==> images/closeup.png <==
Window x 39 to 59, y 6 to 26 microns. Cells in grey, sequential cells in the stronger grey; small squares are vias.
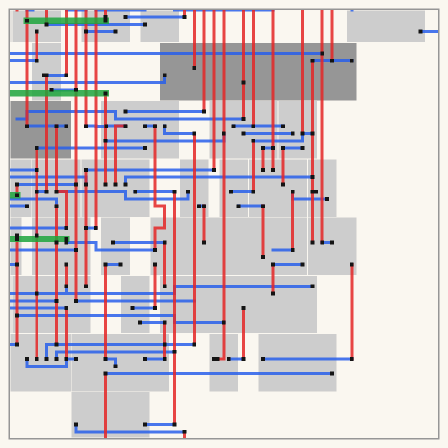
==> images/congestion_map.png <==
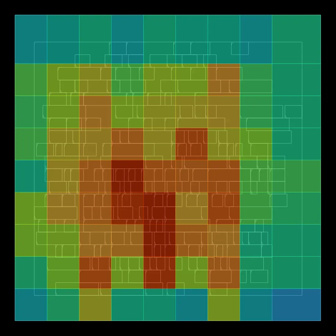
==> images/clock_wires.png <==
Scale: 4 px per micron.
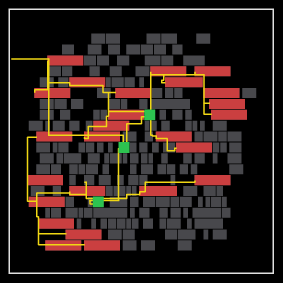
==> images/layers.png <==
Scale: 6 px per micron.
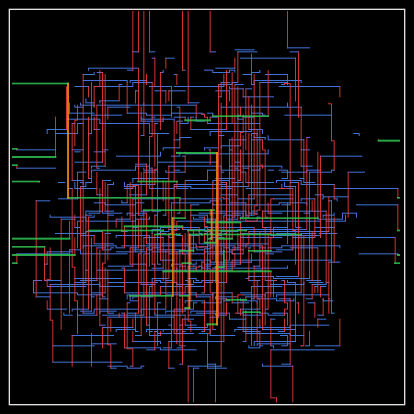
[src/rtl/uart_pkg.sv]
// UART shared definitions: one-hot state encoding and frame constants
// common to the transmit and receive cores.
package uart_pkg;

   typedef enum logic [4:0] {
      ST_INTERVAL  = 5'b00001,
      ST_STARTBIT  = 5'b00010,
      ST_DATABITS  = 5'b00100,
      ST_PARITYBIT = 5'b01000,
      ST_STOPBIT   = 5'b10000
   } state_t;

   localparam logic ENABLE  = 1'b1;
   localparam logic DISABLE = 1'b0;

   localparam int DATA_BITS = 8;

endpackage

[src/rtl/tmr_voter.sv]
// Bitwise 2-of-3 majority voter for triplicated registers.
module tmr_voter #(
   parameter int WIDTH = 4
) (
   input  logic [WIDTH-1:0] a,
   input  logic [WIDTH-1:0] b,
   input  logic [WIDTH-1:0] c,
   output logic [WIDTH-1:0] y
);

   assign y = (a & b) | (a & c) | (b & c);

endmodule

[src/rtl/fsm_tx.sv]
// UART transmit FSM: start, 8 data bits LSB first, optional parity, stop.
// State and both counters are triplicated and majority voted.
module fsm_tx
   import uart_pkg::*;
#(
   parameter int OVERSAMPLE = 16
) (
   input  logic       clk,
   input  logic       rst,
   input  logic       p_Enable_i,
   input  logic       p_ParityEnable_i,
   input  logic       p_ParityOdd_i,
   input  logic       AcqSig_i,
   input  logic [7:0] Data_i,
   input  logic       DataValid_i,
   output logic       Ready_o,
   output logic       Tx_o,
   output logic       Done_o,
   output logic [4:0] State_o,
   output logic [3:0] BitCounter_o
);

   localparam logic [3:0] TICK_MAX = 4'(OVERSAMPLE - 1);
   localparam logic [3:0] LAST_BIT = 4'(DATA_BITS - 1);

   state_t     state_a, state_b, state_c;
   logic [3:0] bit_a, bit_b, bit_c;
   logic [3:0] tick_a, tick_b, tick_c;

   logic [4:0] state_raw;
   logic [3:0] bit_raw;
   logic [3:0] tick_raw;

   state_t     state_v;
   logic [3:0] bit_v;
   logic [3:0] tick_v;
   logic       state_ok;

   logic [7:0] shift_q;
   logic       par_en_q;
   logic       par_q;
   logic       tx_q;
   logic       done_q;

   state_t     state_n;
   logic [3:0] bit_n;
   logic [3:0] tick_n;
   logic [7:0] shift_n;
   logic       par_en_n;
   logic       par_n;
   logic       tx_n;
   logic       done_n;

   logic       bit_end;
   logic       ready;
   logic       accept;

   tmr_voter #(.WIDTH(5)) u_vote_state (
      .a (state_a),
      .b (state_b),
      .c (state_c),
      .y (state_raw)
   );

   tmr_voter #(.WIDTH(4)) u_vote_bit (
      .a (bit_a),
      .b (bit_b),
      .c (bit_c),
      .y (bit_raw)
   );

   tmr_voter #(.WIDTH(4)) u_vote_tick (
      .a (tick_a),
      .b (tick_b),
      .c (tick_c),
      .y (tick_raw)
   );

   // A corrupted (non one-hot) vote collapses to idle with cleared counters
   assign state_ok = $onehot(state_raw);
   assign state_v  = state_ok ? state_t'(state_raw) : ST_INTERVAL;
   assign bit_v    = state_ok ? bit_raw  : 4'd0;
   assign tick_v   = state_ok ? tick_raw : 4'd0;

   assign bit_end = AcqSig_i && (tick_v == TICK_MAX);

   assign ready = (p_Enable_i == ENABLE) &&
                  ((state_v == ST_INTERVAL) ||
                   ((state_v == ST_STOPBIT) && bit_end));

   assign accept = DataValid_i && ready;

   always_comb begin
      state_n  = state_v;
      bit_n    = bit_v;
      tick_n   = tick_v;
      shift_n  = shift_q;
      par_en_n = par_en_q;
      par_n    = par_q;
      done_n   = 1'b0;

      if (state_v != ST_INTERVAL && AcqSig_i)
         tick_n = tick_v + 4'd1;
      if (bit_end)
         tick_n = 4'd0;

      case (state_v)
         ST_INTERVAL: begin
            tick_n = 4'd0;
            bit_n  = 4'd0;
         end
         ST_STARTBIT: begin
            if (bit_end)
               state_n = ST_DATABITS;
         end
         ST_DATABITS: begin
            if (bit_end) begin
               shift_n = {1'b0, shift_q[7:1]};
               if (bit_v == LAST_BIT) begin
                  bit_n   = 4'd0;
                  state_n = par_en_q ? ST_PARITYBIT : ST_STOPBIT;
               end else begin
                  bit_n = bit_v + 4'd1;
               end
            end
         end
         ST_PARITYBIT: begin
            if (bit_end)
               state_n = ST_STOPBIT;
         end
         ST_STOPBIT: begin
            if (bit_end) begin
               done_n  = 1'b1;
               state_n = ST_INTERVAL;
            end
         end
         default: begin
            state_n = ST_INTERVAL;
            bit_n   = 4'd0;
            tick_n  = 4'd0;
         end
      endcase

      // Accept is only possible from idle or the last stop tick
      if (accept) begin
         state_n  = ST_STARTBIT;
         bit_n    = 4'd0;
         tick_n   = 4'd0;
         shift_n  = Data_i;
         par_en_n = p_ParityEnable_i;
         par_n    = ^Data_i ^ p_ParityOdd_i;
      end

      case (state_n)
         ST_STARTBIT:  tx_n = 1'b0;
         ST_DATABITS:  tx_n = shift_n[0];
         ST_PARITYBIT: tx_n = par_n;
         default:      tx_n = 1'b1;
      endcase
   end

   always_ff @(posedge clk or posedge rst) begin
      if (rst) begin
         state_a  <= ST_INTERVAL;
         state_b  <= ST_INTERVAL;
         state_c  <= ST_INTERVAL;
         bit_a    <= 4'd0;
         bit_b    <= 4'd0;
         bit_c    <= 4'd0;
         tick_a   <= 4'd0;
         tick_b   <= 4'd0;
         tick_c   <= 4'd0;
         shift_q  <= 8'd0;
         par_en_q <= 1'b0;
         par_q    <= 1'b0;
         tx_q     <= 1'b1;
         done_q   <= 1'b0;
      end else begin
         state_a  <= state_n;
         state_b  <= state_n;
         state_c  <= state_n;
         bit_a    <= bit_n;
         bit_b    <= bit_n;
         bit_c    <= bit_n;
         tick_a   <= tick_n;
         tick_b   <= tick_n;
         tick_c   <= tick_n;
         shift_q  <= shift_n;
         par_en_q <= par_en_n;
         par_q    <= par_n;
         tx_q     <= tx_n;
         done_q   <= done_n;
      end
   end

   assign Ready_o      = ready;
   assign Tx_o         = tx_q;
   assign Done_o       = done_q;
   assign State_o      = state_v;
   assign BitCounter_o = bit_v;

endmodule

[config.mk]
export PLATFORM = sky130hd
export DESIGN_NAME = fsm_tx
export DESIGN_NICKNAME = d
export VERILOG_FILES = /design/src/rtl/uart_pkg.sv /design/src/rtl/tmr_voter.sv /design/src/rtl/fsm_tx.sv
export SDC_FILE = /design/constraint.sdc
export NUM_CORES = 1
export LEC_CHECK = 0
export CORE_MARGIN = 4
export CORE_UTILIZATION = 50
export DETAILED_ROUTE_END_ITERATION = 12
export PLACE_DENSITY = 0.79
export SYNTH_ARGS = -nofsm -noshare
export SYNTH_HDL_FRONTEND = slang
export SYNTH_SLANG_ARGS = --single-unit
[constraint.sdc]
create_clock -name clk -period 5.65 [get_ports clk]
set_input_delay 1.13 -clock clk [delete_from_list [all_inputs] [get_ports clk]]
set_output_delay 1.13 -clock clk [all_outputs]
set_load 0.02 [all_outputs]
==> flow_metrics.tcl <==
# flow metrics
set metrics [dict create \
    cts_tree "done" \
    reg2reg_depth 13 \
    powerComb_mw 0.276 \
    top_regs "shift_q (8), state_c (5)" \
    top_register "shift_q" \
    drt_iter0_drc 111 \
    status "completed" \
    grt_pass1_vias 1472 \
    critPathLaunch "state_c[0]$_DFF_PP1_" \
    dpl_worst_slack_ns 0.879 \
    xor_share_pct 6.85 \
    async_flop_share_pct 100 \
    cp_top_family "adder cells" \
    cts-root-buf "clkbuf_4" \
    worst_pin_slew_ns 0.942 \
    edf_count 0 \
    p_leak_nw 0.868 \
    die_w_microns 65.6 \
    syn_inst 175 \
    comb_cells 131 \
    dp.cells 238 \
    clock_area_share_pct 1.52 \
    topCellsByArea "dfrtp_1 (35%), xnor2_1 (4.2%), and2_1 (3.4%), a21o_1 (3.2%), dfstp_2 (3.2%)" \
    yosys.area.top_type "dfrtp_1" \
    crit_path_top_delay_cell "dfstp_2" \
    worstSetupPathType "reg -> out" \
    yosysUniqueCellTypes 50 \
    tns_ns 0 \
    clkbuf_count 3 \
    grt_setup_unrepaired "no" \
    dpl_cell_area_sq_um 1950 \
    ys_sh_aoi_pct 19.2 \
    largest_reg_flops 8 \
    fin_nets 219 \
    fin_total_pwr_mw 0.615 \
    cp-end-kind "output pin" \
    tap_cells 44 \
    avgViaCountPerCell 6.00 \
    fmaxAchievable_mhz 194 \
    rrSetupSlack_ns 1.35 \
    buffers 28 \
    ys.flops 25 \
    yosys-top-cells-count "dfrtp_1 (23), inv_1 (10), nor2_1 (10)" \
    yosysCellCount 175 \
    swShare_pct 38.9 \
    final_cell_mix "clkdlybuf4s50_1 (26), dfrtp_1 (23), inv_1 (10), nor2_1 (10)" \
    seq_power_share_pct 41.4 \
    critPathLaunchType "flip-flop" \
    powerDensity_nw_per_um2 310 \
    holdWs_ns 0.495 \
    sh_seq_area_pct 31.7 \
    portBuffers 26 \
    post_cts_resized 0 \
    ff_latch_area_sq_um 628 \
    relSlewSlack_pct 37.1 \
    route.met3.wl_microns 235 \
    tool_warnings 26 \
    ys_seq_share_pct 37.8 \
    met1_length_microns 1770 \
    grt_max_degree 26 \
    stdcell_count 242 \
    cp-endpoint "Ready_o" \
    gr-usage-met1_pct 28.4 \
    synth_area_per_cell_sq_um 9.49 \
    drv_cap 0 \
    seq-power_mw 0.254 \
    crit_buf_inv 3 \
    cp.required_ns 4.52 \
    cpPeakStageDelay_ns 0.61 \
    routabilityCongestion 0.930 \
    synthMuxAreaShare_pct 2.86 \
    syn_area_sq_um 1660 \
    remaining_drc_errors 0 \
    top_power_group "combinational cells" \
    top_cell "dfrtp_1" \
    diodes 0 \
    final_max_slew_viol_count 0 \
    design_area_sq_um 1980 \
    clock_skew_ns 0.00756 \
    synthAdderAreaFrac_pct 4.67 \
    min_to "shift_q[4]$_DFFE_PP0P_" \
    chipArea_sq_um 4310 \
    floorplan.nets 195 \
    ff_count 25 \
    placementRows 20 \
    insertion_delay_ns 0.33 \
    finalCriticalPeriod_ns 5.16 \
    path_clk_slew_ns 0.15 \
]
About closeup.png:
| layer | colour |
|---|---|
| M1 | blue |
| M3 | green |
| M2 | red |
most frequent: inv_1 (7), clkdlybuf4s50_1 (3), fa_1 (2)
sequential cells in the window: 1
netlist names of flops here include: `state_c` (1)
cells with their middle in the window: 27

About congestion_map.png:
Post-Route Utilization: 63.3%
WL/cell: 17.2 microns

About clock_wires.png:
[clock-net drivers] green | count: 3
[flip-flops] red | count: 25
[clock wires] yellow | length: 305 microns
routed clock nets: 4
Clock power frac: 13.8%
Clk power: 0.0848 mW

About layers.png:
| layer | colour | wire length |
|---|---|---|
| M3 | green | 236 microns |
| M1 | blue | 1770 microns |
| M2 | red | 2080 microns |
| M4 | orange | 77.5 microns |
DR vias: 1451
drt total wl: 4160 microns
GR Util All Layers: 21.5%

Power and IR drop assume default switching activity.
